### config.mk
export PLATFORM = sky130hd
export DESIGN_NAME = biu_lsu
export DESIGN_NICKNAME = d
export VERILOG_FILES = /design/src/rtl/biu_lsu.sv
export SDC_FILE = /design/constraint.sdc
export NUM_CORES = 1
export LEC_CHECK = 0
export CORE_ASPECT_RATIO = 0.8
export CORE_MARGIN = 2
export CORE_UTILIZATION = 44
export DETAILED_ROUTE_END_ITERATION = 10
export PLACE_DENSITY_LB_ADDON = 0.25
export SYNTH_ARGS = -nofsm -noshare
export SYNTH_HDL_FRONTEND = slang
export SYNTH_SLANG_ARGS = --single-unit
export TNS_END_PERCENT = 1
### constraint.sdc
create_clock -name clk -period 2.1 [get_ports clk]
set_input_delay 0.21 -clock clk [delete_from_list [all_inputs] [get_ports clk]]
set_output_delay 0.21 -clock clk [all_outputs]
set_load 0.05 [all_outputs]
### src/rtl/biu_lsu.sv
// biu_lsu -- load/store unit front end for a simple request/ack bus.
//
// Purpose:
//   Accepts one load or store per start pulse. It checks alignment, drives a
//   single bus request with lane-aligned byte enables and replicated store
//   data, and returns the aligned, sign/zero-extended load result with a
//   one-cycle done pulse. Misaligned accesses fault without touching the bus.
//
// Ports:
//   clk, rst_n             system clock (rising edge), async active-low reset
//   start                  request pulse, sampled in IDLE only
//   opc_biu[2:0]           001 w8, 010 w16, 011 w32, 101 r8, 110 r16, 111 r32
//   lb, lh                 sign-extend r8 / r16 results
//   addr[31:0]             byte address
//   wdata[31:0]            right-aligned store data
//   rdata[31:0]            load result, valid with done, held otherwise
//   done                   one-cycle completion pulse
//   busy                   transaction in flight
//   misalign, bus_err_o    completion status, valid with done
//   bus_req/we/addr/be/wdata   bus request side
//   bus_ack/err/rdata          bus response side
//
// Build option:
//   BIU_TIMEOUT_EN  -- when defined, a request that sees no ack for 255
//                      cycles is abandoned and completes with bus_err_o=1.
//                      When undefined, REQ waits for ack indefinitely.
//
// States:
//   state    | meaning
//   ---------+-------------------------------------------------------
//   IDLE  00 | waiting for start
//   REQ   01 | bus_req asserted, waiting for bus_ack (or timeout)
//   RESP  10 | done pulse with load data / bus error status
//   FAULT 11 | done pulse with misalign=1, no bus access made

module biu_lsu (
  input  logic        clk,
  input  logic        rst_n,
  input  logic        start,
  input  logic [2:0]  opc_biu,
  input  logic        lb,
  input  logic        lh,
  input  logic [31:0] addr,
  input  logic [31:0] wdata,
  output logic [31:0] rdata,
  output logic        done,
  output logic        busy,
  output logic        misalign,
  output logic        bus_err_o,
  output logic        bus_req,
  output logic        bus_we,
  output logic [31:0] bus_addr,
  output logic [3:0]  bus_be,
  output logic [31:0] bus_wdata,
  input  logic        bus_ack,
  input  logic        bus_err,
  input  logic [31:0] bus_rdata
);

  typedef enum logic [1:0] {
    ST_IDLE  = 2'b00,
    ST_REQ   = 2'b01,
    ST_RESP  = 2'b10,
    ST_FAULT = 2'b11
  } state_t;

  state_t      r_state;
  logic [2:0]  r_opc;
  logic        r_lb;
  logic        r_lh;
  logic [1:0]  r_ofs;

`ifdef BIU_TIMEOUT_EN
  logic [7:0]  r_cnt;
`endif

  logic        w_misalign;
  logic [3:0]  w_be;
  logic [31:0] w_wdata_rep;
  logic [31:0] w_shifted;
  logic [31:0] w_rd_fmt;

  // Size decode on opc[1:0]: 01 byte, 10 half, anything else is a word.
  // The undefined code 100 therefore behaves as a 32-bit read.
  always_comb begin
    w_misalign  = 1'b0;
    w_be        = 4'b1111;
    w_wdata_rep = wdata;
    case (opc_biu[1:0])
      2'b01: begin
        w_be        = 4'b0001 << addr[1:0];
        w_wdata_rep = {4{wdata[7:0]}};
      end
      2'b10: begin
        w_misalign  = addr[0];
        w_be        = 4'b0011 << addr[1:0];
        w_wdata_rep = {2{wdata[15:0]}};
      end
      default: begin
        w_misalign  = |addr[1:0];
      end
    endcase
  end

  // Load formatting from the latched access; the shift is zero for words
  // because only aligned words ever reach the bus.
  always_comb begin
    w_shifted = bus_rdata >> {r_ofs, 3'b000};
    w_rd_fmt  = w_shifted;
    case (r_opc[1:0])
      2'b01:   w_rd_fmt = {{24{r_lb & w_shifted[7]}}, w_shifted[7:0]};
      2'b10:   w_rd_fmt = {{16{r_lh & w_shifted[15]}}, w_shifted[15:0]};
      default: w_rd_fmt = w_shifted;
    endcase
  end

  always_ff @(posedge clk or negedge rst_n) begin
    if (!rst_n) begin
      r_state   <= ST_IDLE;
      r_opc     <= 3'b000;
      r_lb      <= 1'b0;
      r_lh      <= 1'b0;
      r_ofs     <= 2'b00;
      rdata     <= 32'h0;
      done      <= 1'b0;
      busy      <= 1'b0;
      misalign  <= 1'b0;
      bus_err_o <= 1'b0;
      bus_req   <= 1'b0;
      bus_we    <= 1'b0;
      bus_addr  <= 32'h0;
      bus_be    <= 4'b0000;
      bus_wdata <= 32'h0;
`ifdef BIU_TIMEOUT_EN
      r_cnt     <= 8'd0;
`endif
    end else begin
      case (r_state)
        ST_IDLE: begin
          done      <= 1'b0;
          misalign  <= 1'b0;
          bus_err_o <= 1'b0;
          if (start && (opc_biu != 3'b000)) begin
            r_opc <= opc_biu;
            r_lb  <= lb;
            r_lh  <= lh;
            r_ofs <= addr[1:0];
            busy  <= 1'b1;
            if (w_misalign) begin
              // Fault completes on the very next cycle, bus untouched.
              r_state  <= ST_FAULT;
              done     <= 1'b1;
              misalign <= 1'b1;
              rdata    <= 32'h0;
            end else begin
              r_state   <= ST_REQ;
              bus_req   <= 1'b1;
              bus_we    <= ~opc_biu[2];
              bus_addr  <= {addr[31:2], 2'b00};
              bus_be    <= w_be;
              bus_wdata <= w_wdata_rep;
`ifdef BIU_TIMEOUT_EN
              r_cnt     <= 8'd0;
`endif
            end
          end
        end

        ST_REQ: begin
          if (bus_ack) begin
            r_state   <= ST_RESP;
            bus_req   <= 1'b0;
            bus_we    <= 1'b0;
            done      <= 1'b1;
            bus_err_o <= bus_err;
            rdata     <= r_opc[2] ? w_rd_fmt : 32'h0;
          end
`ifdef BIU_TIMEOUT_EN
          // This is the 255th cycle without ack: the count reaches 255 and
          // the request is abandoned.
          else if (r_cnt == 8'd254) begin
            r_cnt     <= r_cnt + 8'd1;
            r_state   <= ST_RESP;
            bus_req   <= 1'b0;
            bus_we    <= 1'b0;
            done      <= 1'b1;
            bus_err_o <= 1'b1;
            rdata     <= 32'h0;
          end else begin
            r_cnt <= r_cnt + 8'd1;
          end
`endif
        end

        ST_RESP, ST_FAULT: begin
          r_state   <= ST_IDLE;
          done      <= 1'b0;
          busy      <= 1'b0;
          misalign  <= 1'b0;
          bus_err_o <= 1'b0;
        end

        default: begin
          r_state <= ST_IDLE;
        end
      endcase
    end
  end

endmodule

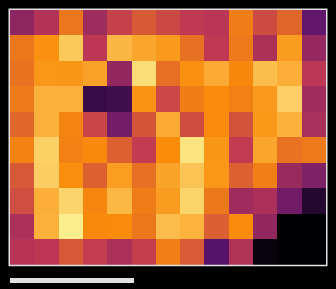
(images/util_map.png)
Scale bar: 50 um. The die is cut into 13 by 10 equal tiles; black is low, pale yellow is high, 0 to 100% covered.
- mean over tiles: 63%
- tiles over 75% full: 32%
- emptiest ninth of the die: lower right
- fullest tile: 96%
Init Core Util: 44.66%
post-layout util: 69.69%
Core Area: 12030 um^2

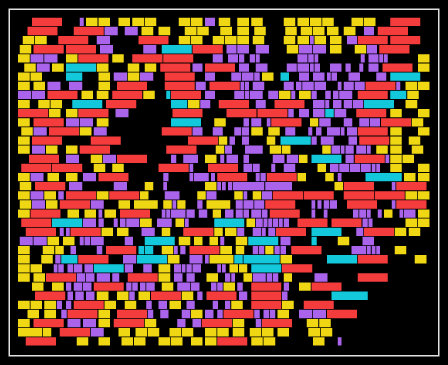
(images/class_map.png)
- yellow: remaining buffers and delay cells (cells 247)
- purple: remaining logic cells (cells 321)
- red: registers (cells 113)
- cyan: clock drivers and dummy loads (cells 31)
num rows: 36
flop share of the area: 33.74%

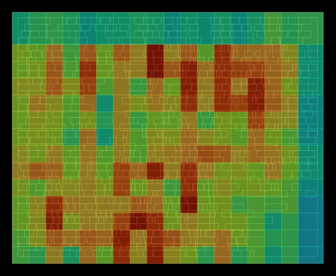
(images/congestion_map.png)
per-cell routed wire length: 18.69 um
met1 Use GR: 31.93%
M2 GR Usage: 38.75%
met3 Use GR: 9.600%
Total GRT Usage: 25.00%

==> reports/metrics.yaml <==
worst_setup_path:
  cp_data_required_time_ns: 2.37
  r2r_setup_slack_ns: 0.14
  cpMaxStageDelayCell: "a221oi_1"
  crit_fanout: 7
  r2r_cells: 6
  end_kind: "flop"
  cp.arrival_ns: 2.23
  r2r_start: "r_opc[0]"
  start_kind: "flop"
  worstPathCellList: "inv_1 -> ha_1 -> or2_2 -> and2_1 -> a221oi_1 -> o2bb2ai_1"
final_timing:
  final-hold-violation-count: 0
  rsz0062_at_grt: "false"
  finalClockPeriodUsage_pct: 93.43
  skew_ns: 0.007323
  setup_viol_count_final: 0
  final_max_slew_viol_count: 0
  worst_pin_slew_ns: 0.6121
  whs_ns: 0.3408
  timing.setup.tns_ns: 0
  worst_slack_ns: 0.1379
layout:
  fin_cells: 864
  drive_above_1_share_pct: 17.98
  comb_share_pct: 26.99
  syn2layout_area_growth_pct: 56.04
  reg_top3: "bus_wdata (32), rdata (32), bus_addr (30)"
  clk_share_pct: 7.329
  flop_area_um2: 2828
  final_nets: 811
  buffer_area_share_pct: 28.96
  n_all_buffers: 247
  n_fill_cell: 885
  final_cell_mix: "clkdlybuf4s50_1, dfrtp_1, mux2_2, a21oi_1, nand2_1"
  layout_top_cell: "clkdlybuf4s50_1"
  nMultiInputCombCells: 305
  largest_class: "flip-flops and latches"
  nonClockInverterCount: 16
  ff_count: 113
clock_network:
  numCtsBuffers: 17
  clock_latency_ns: 0.41
  clk_pin_slew_worst_paths_ns: 0.05
  cts_buffer_depth: 2
  cts_tree: "built"
  cts_root_buffer: "clkbuf_16"
  h-tree-depth: 4
routing:
  wl_met2_um: 7510
  drtIter0Drc: 224
  num_vias: 4771
  dr.pass1.iters: 4
  viasPerCell: 5.522
  dr_wl_met3_um: 1504
  remaining_drc_errors: 0
  ant_nets: 0
  routed_wl_um: 16150
power:
  power_uw: 15710
  p_leak_uw: 0.003513
floorplanning:
  dieWidth_um: 127.5
  die_h_um: 102.8
  fp.dieArea_um2: 13110
yosys:
  seq_area_frac_synth_pct: 52.64
  ys.flops: 113
  syn_area_um2: 5371
  yosys_warnings: 0
  synth_area_per_cell_um2: 11.40
  edf_count: 0
  ys.flop_type: "dfrtp_1"
  yosysCellCount: 471
  synthArstFlopShare_pct: 100.0
grt:
  grt_pass1_vias: 4878
  gr-max-usage-layer: "met2"
  antenna_found_initial: 0
  grt_max_degree: 114
place:
  gp_congestion: 0.8858
  hpwlAfterDp_um: 11730
hold_path:
  whs_endpoint: "r_lh"
  worstHoldPathCells: 3
  hp-class: "in -> reg"
run:
  maxCapViolations: 0
outcome:
  outcome: "complete, no violations"
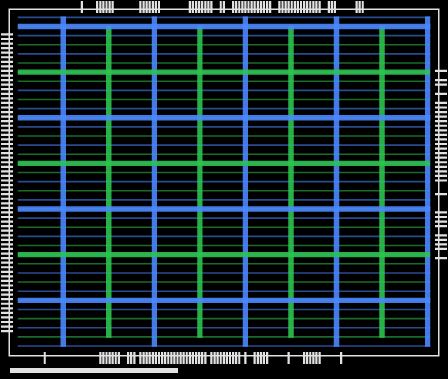
(images/floorplan.png)
Scale bar: 50 um. Pins as bars on the die edge.
- green: VDD
- blue: VSS
- met5 straps: 7
- met1 rails: 37
- signal pins: 212
- rows: 36

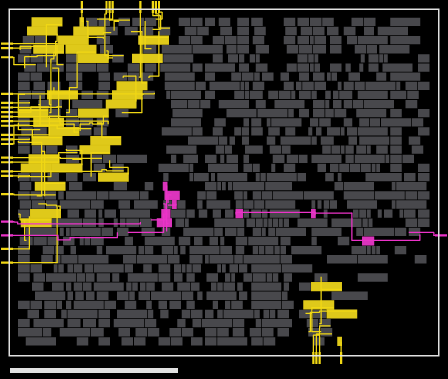
(images/port_trees.png)
Scale bar: 50 um.
- magenta: opc_biu (bits 3; direction input; end cells 9; buffers 5; wire 196 um)
- yellow: bus_addr (bits 32; direction output; end cells 32; buffers 30; wire 977 um)
IO buf count: 209
IO Pins: 212

[how the worst max path moves through the flow]
stage                     cells after the start  slack, ns  startpoint      endpoint
final                                         6       0.14    r_opc[0]     rdata[10]
after global routing                          6       0.02    r_opc[0]     rdata[10]
after CTS                                     6       0.15    r_opc[0]     rdata[10]
after detailed placement                      7      -0.05  opc_biu[0]  bus_addr[28]
after global placement                        7      -0.02  opc_biu[0]  bus_addr[30]
after floorplan                               7       0.25    r_opc[0]     rdata[10]
[cells by family (layout without fill, tap and decap cells)]
| family | count (synthesis) | after routing | synth area share (%) |
|---|---|---|---|
| other | 1 | 2 | 0.06981 |
| flip-flops | 113 | 113 | 52.64 |
| buffers and inverters | 54 | 294 | 5.334 |
| AND/OR/NAND/NOR | 75 | 75 | 6.383 |
| adder cells (fa/ha/maj) | 5 | 5 | 1.165 |
| XOR/XNOR | 1 | 1 | 0.1631 |
| AND-OR/OR-AND | 149 | 149 | 19.17 |
| multiplexers | 73 | 73 | 15.07 |
[where the power goes]
group          internal (uW)  leakage (uW)  switching (uW)
combinational           3240       0.00183            5640
clock                   1980      0.000290             992
sequential              3230       0.00140             633
total                   8450       0.00351            7260
[what timing repair did]
item	CTS	global route
hold buffers	1	0
hold endpoints to repair	113	0
resized	0	0
buffers inserted	0	0
[synthesized netlist by cell type, types with 8 or more instances]
cell type  count  share of area [%]
nand2_1       40                2.8
inv_1         14               0.98
mux2_2        53                 11
o2bb2ai_1     17                2.8
a21oi_1       45                4.2
dfrtp_1      113                 53
buf_2         10               0.93
a22oi_1       24                3.4
clkbuf_1      12               0.84
o21ai_0       21                2.0
a22o_1         9                1.5
mux2i_1       19                3.5
a21boi_0       8                1.1
o32ai_1        8                1.3
nor2_1        14               0.98
Power figures rest on the tool's default switching activity, not on a simulated workload.
